## src/rtl/cpu_types_pkg.sv

```systemverilog
// Shared types for the snooping bus controller: word type, RAM handshake states,
// bus FSM states and the snoop timeout counter width.
package cpu_types_pkg;

  localparam int unsigned WORD_W      = 32;
  localparam int unsigned SNOOP_CNT_W = 3;

  typedef logic [WORD_W-1:0] word_t;

  typedef enum logic [1:0] {
    FREE   = 2'd0,
    BUSY   = 2'd1,
    ACCESS = 2'd2,
    ERROR  = 2'd3
  } ramstate_t;

  typedef enum logic [2:0] {
    IDLE       = 3'd0,
    SNOOP      = 3'd1,
    SNOOP_WAIT = 3'd2,
    C2C        = 3'd3,
    FETCH      = 3'd4,
    WB         = 3'd5,
    IFETCH     = 3'd6
  } ccbus_state_t;

endpackage

```

## src/rtl/rr_arbiter.sv

```systemverilog
// Round-robin arbiter: picks the first asserted request at or after ptr, wrapping.
module rr_arbiter #(
  parameter int unsigned N = 4,
  localparam int unsigned IW = (N > 1) ? $clog2(N) : 1
) (
  input  logic [N-1:0]  req,
  input  logic [IW-1:0] ptr,
  output logic [IW-1:0] grant_idx,
  output logic          valid
);

  int unsigned idx;

  // Walk offsets from the far end so the nearest requester wins last.
  always_comb begin
    grant_idx = '0;
    valid     = 1'b0;
    idx       = 0;
    for (int unsigned i = N; i > 0; i--) begin
      idx = (32'(ptr) + i - 1) % N;
      if (req[IW'(idx)]) begin
        grant_idx = IW'(idx);
        valid     = 1'b1;
      end
    end
  end

endmodule

```

## src/rtl/coherence_bus_ctrl.sv

```systemverilog
// N-core snooping bus controller: arbitrates coherence, eviction and instruction
// traffic onto a single-ported RAM, with cache-to-cache transfer on snoop hits.
module coherence_bus_ctrl
  import cpu_types_pkg::*;
#(
  parameter int unsigned CPUS          = 4,
  parameter int unsigned SNOOP_TIMEOUT = 2
) (
  input  logic               CLK,
  input  logic               nRST,
  input  logic  [CPUS-1:0]   iREN,
  input  word_t [CPUS-1:0]   iaddr,
  output logic  [CPUS-1:0]   iwait,
  output word_t [CPUS-1:0]   iload,
  input  logic  [CPUS-1:0]   dREN,
  input  logic  [CPUS-1:0]   dWEN,
  input  word_t [CPUS-1:0]   daddr,
  input  word_t [CPUS-1:0]   dstore,
  output logic  [CPUS-1:0]   dwait,
  output word_t [CPUS-1:0]   dload,
  input  logic  [CPUS-1:0]   cctrans,
  input  logic  [CPUS-1:0]   ccwrite,
  output logic  [CPUS-1:0]   ccwait,
  output logic  [CPUS-1:0]   ccinv,
  output word_t [CPUS-1:0]   ccsnoopaddr,
  input  ramstate_t          ramstate,
  input  word_t              ramload,
  output word_t              ramaddr,
  output word_t              ramstore,
  output logic               ramWEN,
  output logic               ramREN
);

  localparam int unsigned IW = (CPUS > 1) ? $clog2(CPUS) : 1;

  ccbus_state_t           state, state_nxt;
  logic [IW-1:0]          req, req_nxt;
  logic [IW-1:0]          resp, resp_nxt;
  logic                   rdx, rdx_nxt;
  word_t                  req_addr, req_addr_nxt;
  logic [IW-1:0]          d_ptr, d_ptr_nxt;
  logic [IW-1:0]          i_ptr, i_ptr_nxt;
  logic [SNOOP_CNT_W-1:0] snoop_cnt, snoop_cnt_nxt;

  logic [CPUS-1:0] d_cand;
  logic [IW-1:0]   d_grant, i_grant;
  logic            d_valid, i_valid;
  logic            ram_access, ram_stall;
  logic            resp_found;
  logic [IW-1:0]   resp_idx;

  function automatic logic [IW-1:0] ptr_after(input logic [IW-1:0] g);
    return (32'(g) == CPUS - 1) ? '0 : IW'(32'(g) + 1);
  endfunction

  // Coherence transactions outrank plain evictions for the data arbiter.
  assign d_cand     = (|cctrans) ? cctrans : (dWEN & ~cctrans);
  assign ram_access = (ramstate == ACCESS);
  assign ram_stall  = (ramstate == BUSY) || (ramstate == ERROR);

  rr_arbiter #(.N(CPUS)) u_d_arb (
    .req       (d_cand),
    .ptr       (d_ptr),
    .grant_idx (d_grant),
    .valid     (d_valid)
  );

  rr_arbiter #(.N(CPUS)) u_i_arb (
    .req       (iREN),
    .ptr       (i_ptr),
    .grant_idx (i_grant),
    .valid     (i_valid)
  );

  always_ff @(posedge CLK or negedge nRST) begin
    if (!nRST) begin
      state     <= IDLE;
      req       <= '0;
      resp      <= '0;
      rdx       <= 1'b0;
      req_addr  <= '0;
      d_ptr     <= '0;
      i_ptr     <= '0;
      snoop_cnt <= '0;
    end else begin
      state     <= state_nxt;
      req       <= req_nxt;
      resp      <= resp_nxt;
      rdx       <= rdx_nxt;
      req_addr  <= req_addr_nxt;
      d_ptr     <= d_ptr_nxt;
      i_ptr     <= i_ptr_nxt;
      snoop_cnt <= snoop_cnt_nxt;
    end
  end

  always_comb begin
    state_nxt     = state;
    req_nxt       = req;
    resp_nxt      = resp;
    rdx_nxt       = rdx;
    req_addr_nxt  = req_addr;
    d_ptr_nxt     = d_ptr;
    i_ptr_nxt     = i_ptr;
    snoop_cnt_nxt = snoop_cnt;
    iwait         = '1;
    dwait         = '1;
    iload         = '0;
    dload         = '0;
    ccwait        = '0;
    ccinv         = '0;
    ccsnoopaddr   = '0;
    ramaddr       = '0;
    ramstore      = '0;
    ramWEN        = 1'b0;
    ramREN        = 1'b0;
    resp_found    = 1'b0;
    resp_idx      = '0;

    unique case (state)
      IDLE: begin
        if (|cctrans) begin
          req_nxt      = d_grant;
          rdx_nxt      = ccwrite[d_grant];
          req_addr_nxt = daddr[d_grant];
          d_ptr_nxt    = ptr_after(d_grant);
          state_nxt    = SNOOP;
        end else if (d_valid) begin
          req_nxt   = d_grant;
          d_ptr_nxt = ptr_after(d_grant);
          state_nxt = WB;
        end else if (i_valid) begin
          req_nxt   = i_grant;
          i_ptr_nxt = ptr_after(i_grant);
          state_nxt = IFETCH;
        end
      end

      SNOOP: begin
        ccwait = '1;
        for (int unsigned j = 0; j < CPUS; j++) begin
          if (IW'(j) != req) begin
            ccsnoopaddr[j] = req_addr;
            ccinv[j]       = rdx;
          end
        end
        snoop_cnt_nxt = '0;
        state_nxt     = SNOOP_WAIT;
      end

      SNOOP_WAIT: begin
        // Lowest-numbered flushing cache becomes the responder.
        for (int unsigned j = 0; j < CPUS; j++) begin
          if (IW'(j) != req) begin
            ccsnoopaddr[j] = req_addr;
            ccinv[j]       = rdx;
            ccwait[j]      = 1'b1;
            if (dWEN[j] && !resp_found) begin
              resp_found = 1'b1;
              resp_idx   = IW'(j);
            end
          end
        end
        if (resp_found) begin
          resp_nxt  = resp_idx;
          state_nxt = C2C;
        end else if (snoop_cnt == SNOOP_CNT_W'(SNOOP_TIMEOUT - 1)) begin
          state_nxt = FETCH;
        end else begin
          snoop_cnt_nxt = SNOOP_CNT_W'(snoop_cnt + 1'b1);
        end
      end

      C2C: begin
        ramWEN       = 1'b1;
        ramaddr      = daddr[resp];
        ramstore     = dstore[resp];
        dload[req]   = dstore[resp];
        ccwait[resp] = 1'b1;
        if (ram_access) begin
          dwait[req]  = 1'b0;
          dwait[resp] = 1'b0;
        end
        if (!dWEN[resp] && !ram_stall) state_nxt = IDLE;
      end

      FETCH: begin
        ramREN     = 1'b1;
        ramaddr    = daddr[req];
        dload[req] = ramload;
        if (ram_access) dwait[req] = 1'b0;
        if (!dREN[req] && !ram_stall) state_nxt = IDLE;
      end

      WB: begin
        ramWEN   = 1'b1;
        ramaddr  = daddr[req];
        ramstore = dstore[req];
        if (ram_access) dwait[req] = 1'b0;
        if (!dWEN[req] && !ram_stall) state_nxt = IDLE;
      end

      IFETCH: begin
        ramREN     = 1'b1;
        ramaddr    = iaddr[req];
        iload[req] = ramload;
        if (ram_access) begin
          iwait[req] = 1'b0;
          state_nxt  = IDLE;
        end
      end

      default: state_nxt = IDLE;
    endcase
  end

endmodule

```

## config.mk

```make
export PLATFORM = sky130hd
export DESIGN_NAME = coherence_bus_ctrl
export DESIGN_NICKNAME = d
export VERILOG_FILES = /design/src/rtl/cpu_types_pkg.sv /design/src/rtl/rr_arbiter.sv /design/src/rtl/coherence_bus_ctrl.sv
export SDC_FILE = /design/constraint.sdc
export NUM_CORES = 1
export LEC_CHECK = 0
export CAP_MARGIN = 40
export CORE_AREA = 3 3 347 349
export CTS_CLUSTER_DIAMETER = 120
export DETAILED_ROUTE_END_ITERATION = 10
export DIE_AREA = 0 0 350 352
export MAX_ROUTING_LAYER = met4
export PLACE_DENSITY = 0.33
export SYNTH_ARGS = -nofsm -noshare
export SYNTH_HDL_FRONTEND = slang
export SYNTH_HIERARCHICAL = 1
export SYNTH_SLANG_ARGS = --single-unit
```

## constraint.sdc

```tcl
create_clock -name CLK -period 2.86 [get_ports CLK]
set_clock_uncertainty 0.05 [all_clocks]
set_input_delay 0.429 -clock CLK [delete_from_list [all_inputs] [get_ports CLK]]
set_output_delay 0.429 -clock CLK [all_outputs]
set_load 0.05 [all_outputs]
```

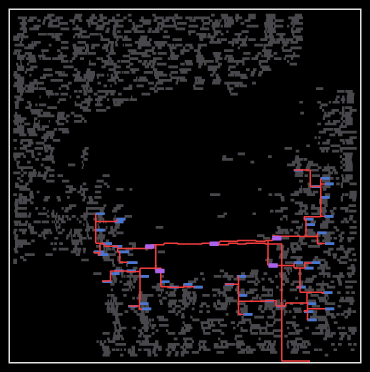
Figure 1: routed clock nets over the placement.
Scale: 1 px per um.
[red] clock wires | length: 1230 um
[blue] flip-flops | count: 47
[purple] clock-net drivers | count: 5
routed clock nets: 6
power attributed to the clock group: 0.655 mW
part of the power in the clock network: 2.3%
latest clock arrival within the worst-skew pair: 300 ps

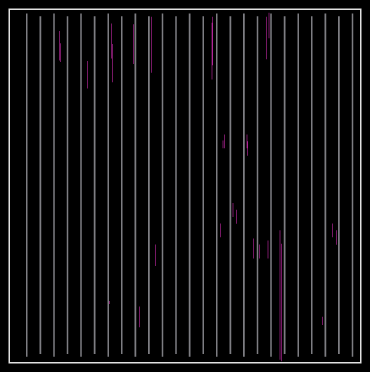
Figure 2: metal 4.
Scale: 1 px per um. Supply wires on this layer in gray.
share of all routed wire: 0.80%
nets with wire on the layer: 28
main direction: vertical
longest straight run: 129 um
wire length on this layer: 882 um
total length of routed wires: 110000 um
routed vias: 14700

cell usage after synthesis (all sizes together) (2+ instances only):
cell type,instances,area [sq um]
and2,260,1630
mux4,194,4370
nor2,161,604
clkbuf,85,319
nand2,56,210
dfrtp,47,1180
o21ai,45,225
a21oi,42,210
buf,42,213
a22oi,37,278
mux2,37,417
and3,33,206
a31o,32,280
nor2b,12,75.1
nand2b,9,56.3
inv,8,30.0
nand3,6,30.0
o22ai,6,51.3
mux2i,5,50.1
nor3,5,25.0
a211oi,4,40.0
a21o,4,30.0
ha,4,50.1
o211ai,4,48.8
a2111oi,3,32.5
nor3b,2,15.0
o31ai,2,15.0
or2,2,12.5
or3,2,12.5
metal layers:
| metal | track usage [%] | up-vias | part of all wire [%] | wire length [um] |
|---|---|---|---|---|
| li1 | - | 6290 | - | - |
| met1 | 20.0 | 7664 | 39 | 43200 |
| met2 | 31.5 | 707 | 53 | 58200 |
| met3 | 4.12 | 59 | 7.3 | 8020 |
| met4 | 1.13 | 0 | 0.80 | 881 |
| met5 | - | - | 0 | 0 |
area by class of cell:
cell class / instances / area [sq um] / share of cell area (%)
Timing Repair Buffer: 1060 / 15200 / 53.1
Multi-Input combinational cell: 981 / 10100 / 35.2
Tap cell: 1536 / 1920 / 6.71
Sequential cell: 47 / 1190 / 4.17
Clock buffer: 5 / 125 / 0.437
Antenna cell: 20 / 50.0 / 0.175
Inverter: 8 / 30.0 / 0.105
Clock inverter: 3 / 20.0 / 0.0699
sequential cells by signal, indices dropped and copies added (netlist names):
register	count
snoop_cnt	3
d_ptr	2
rdx	1
req_addr	32
req	2
state	3
resp	2
i_ptr	2
power by group through the flow:
stage          combinational, mW  sequential, mW  clock [mW]
3_3_place_gp                24.6            1.88           0
3_5_place_dp                24.6            1.89           0
4_1_cts                     25.7            1.72       0.692
6_report                    26.3            1.73       0.655
2_1_floorplan               12.9            1.20           0
5_1_grt                     27.3            1.77       0.716
cell families after synthesis:
kind of cell,count (synthesis),synth area share (%)
compound gates,189,12.0
fa+ha+maj,4,0.461
buf+inv,135,5.18
flops,47,10.8
mux,236,44.6
simple gates,552,27.0
through the flow:
stage	instance area (sq um)	setup slack, ps
CTS	27500	-66.9
global placement	26700	-576
detailed placement	26700	-624
floorplan	10900	2.92
finish	28600	-29.9
global route	28600	-108
worst paths after layout:
kind,from,endpoint,slack [ps],depth (start not counted)
setup / recovery,resp[0],ramaddr[10],-30,8
hold / removal,nRST,req_addr[14],400,2
setup reg to reg,d_ptr[1],req_addr[1],440,9
hold reg to reg,snoop_cnt[2],snoop_cnt[2],520,2
max in group asynchronous,nRST,resp[0],1690,3
min in group CLK,snoop_cnt[2],snoop_cnt[2],520,2
what timing repair did:
action	in CTS	in global routing
hold buffers	1	0
gates cloned	3	7
setup buffers	15	9
endpoints found under the setup margin	362	298
endpoints found under the hold margin	1	0
gates resized	93	223
pin swaps	5	33
==> out/qor.tcl <==
set qor(avgViaCountPerCell) 4.02
set qor(setup-violations-final) 2
set qor(worst_pin_slew_ps) 624
set qor(drt_pass1_iterations) 5
set qor(dr.first_iter.drc_count) 923
set qor(start_kind) {register}
set qor(p_comb_share_pct) 91.7
set qor(outcome) {finished, violations left}
set qor(swShare_pct) 54.5
set qor(port-buffer-count) 905
set qor(gp_congestion) 0.896
set qor(cell_family_with_the_largest_share_of_critical_path_delay) {buffers and inverters}
set qor(clk_slew_on_worst_s_h_paths_ps) 90
set qor(grt_max_degree) 39
set qor(critical_path.endpoint_type) {primary output}
set qor(cap_violations) 0
set qor(cp_cell_sequence) {buf_12 > buf_6 > buf_12 > buf_12 > mux4_2 > a22oi_2 > o21ai_4 > buf_12}
set qor(global_route.usage.total_pct) 17.3
set qor(most_numerous_logic_cells_after_layout) {clkdlybuf4s50_1, buf_12, and2_1}
set qor(htree_levels) 2
set qor(crit_path_max_fo) 8
set qor(tool_warnings) 29
set qor(power.leakage_nw) 10.4
set qor(ys_ff) 47
set qor(chip_area_sq_um) 123000
set qor(drt_drc_violations_left) 0
set qor(dp.cells) 3597
set qor(synthToLayoutAreaGrowth_pct) 164
set qor(critical_path.most_common_cell) {buf_12}
set qor(fin_hold_ws_ps) 405
set qor(worst_path_largest_cell_delay_ps) 500
set qor(syn-instance-count) 1163
set qor(io_pins) 906
set qor(gr-total-overflow) 0
set qor(layoutNonFillerInstCount) 3660
set qor(tritoncts) {yes}
set qor(final.setup.tns_ps) -56.1
set qor(failed_checks) {negative setup slack}
set qor(routed_wire_length_per_instance_um) 30.1
set qor(worst_ep_required_time_ps) 2380
set qor(power.density_nw_per_um2) 1000
set qor(cp_slowest_cell) {mux4_2}
set qor(unrepaired_setup_endpoints_after_global_routing) {yes}
set qor(synth_area_per_cell_sq_um) 9.33
set qor(post_synth_tally_of_flip_flops_with_integrated_enable) 0
set qor(final-max-slew-violation-count) 0
set qor(power_frac_seq_pct) 6.0
set qor(layout.cells.most_common) {clkdlybuf4s50_1}
set qor(worst-endpoint-arrival_ps) 2410
set qor(ys_async_sr_fraction_pct) 100
set qor(yosys.stat.chipArea_sq_um) 10800
set qor(post_synth_instance_area_sq_um) 10800
set qor(synth-cells-yosys) 1163
set qor(fp_nets) 1607
set qor(antenna_found_initial) 32
set qor(rows) 126
set qor(die_y_extent_um) 352
set qor(report.power.total_mw) 28.7
set qor(setup.worst_path.class) {register to primary output}
set qor(layout.core_utilization_pct) 24.3
set qor(fp-utilization_pct) 9.21
set qor(post_synth_num_cell_types) 54
set qor(clock_buffers_created_by_tritoncts) 5
set qor(internal-power_mw) 13.0
set qor(fillers) 12400
set qor(root_buffer) {clkbuf_16}
set qor(worst_slack_ps) -29.9
set qor(hpwl_um) 90600
set qor(grt_pass1_vias) 15300
set qor(max_clock_freq_mhz) 346
set qor(final_hold_viol_count) 0
set qor(type_of_the_most_critical_hold_path) {input pin to async pin}
set qor(ys_seq_share_pct) 10.8
set qor(core_sq_um) 118000
set qor(max-vdd-ir-drop_mv) 0.446
set qor(cts-root-to-sink-buffers) 2
set qor(share_of_final_layout_standard_cells_stronger_than_drive_strength_1_pct) 49.0
set qor(period_used_pct) 101
set qor(timing.critical_path.buf_inv) 5
set qor(detail-route-antenna-nets) 0
set qor(maxSlewHeadroom_pct) 58.4
set qor(wire_length_of_the_first_global_routing_pass_um) 144000
set qor(die_x_um) 350
set qor(clock_sinks) 47
set qor(fin_crit_ps) 2890
set qor(flop_cell) {dfrtp_1}
set qor(yosysWarningCount) 6
set qor(layout.nets) 2547
set qor(power_switching_mw) 15.6
No activity file was given, so power comes from the tool's default toggle rates.
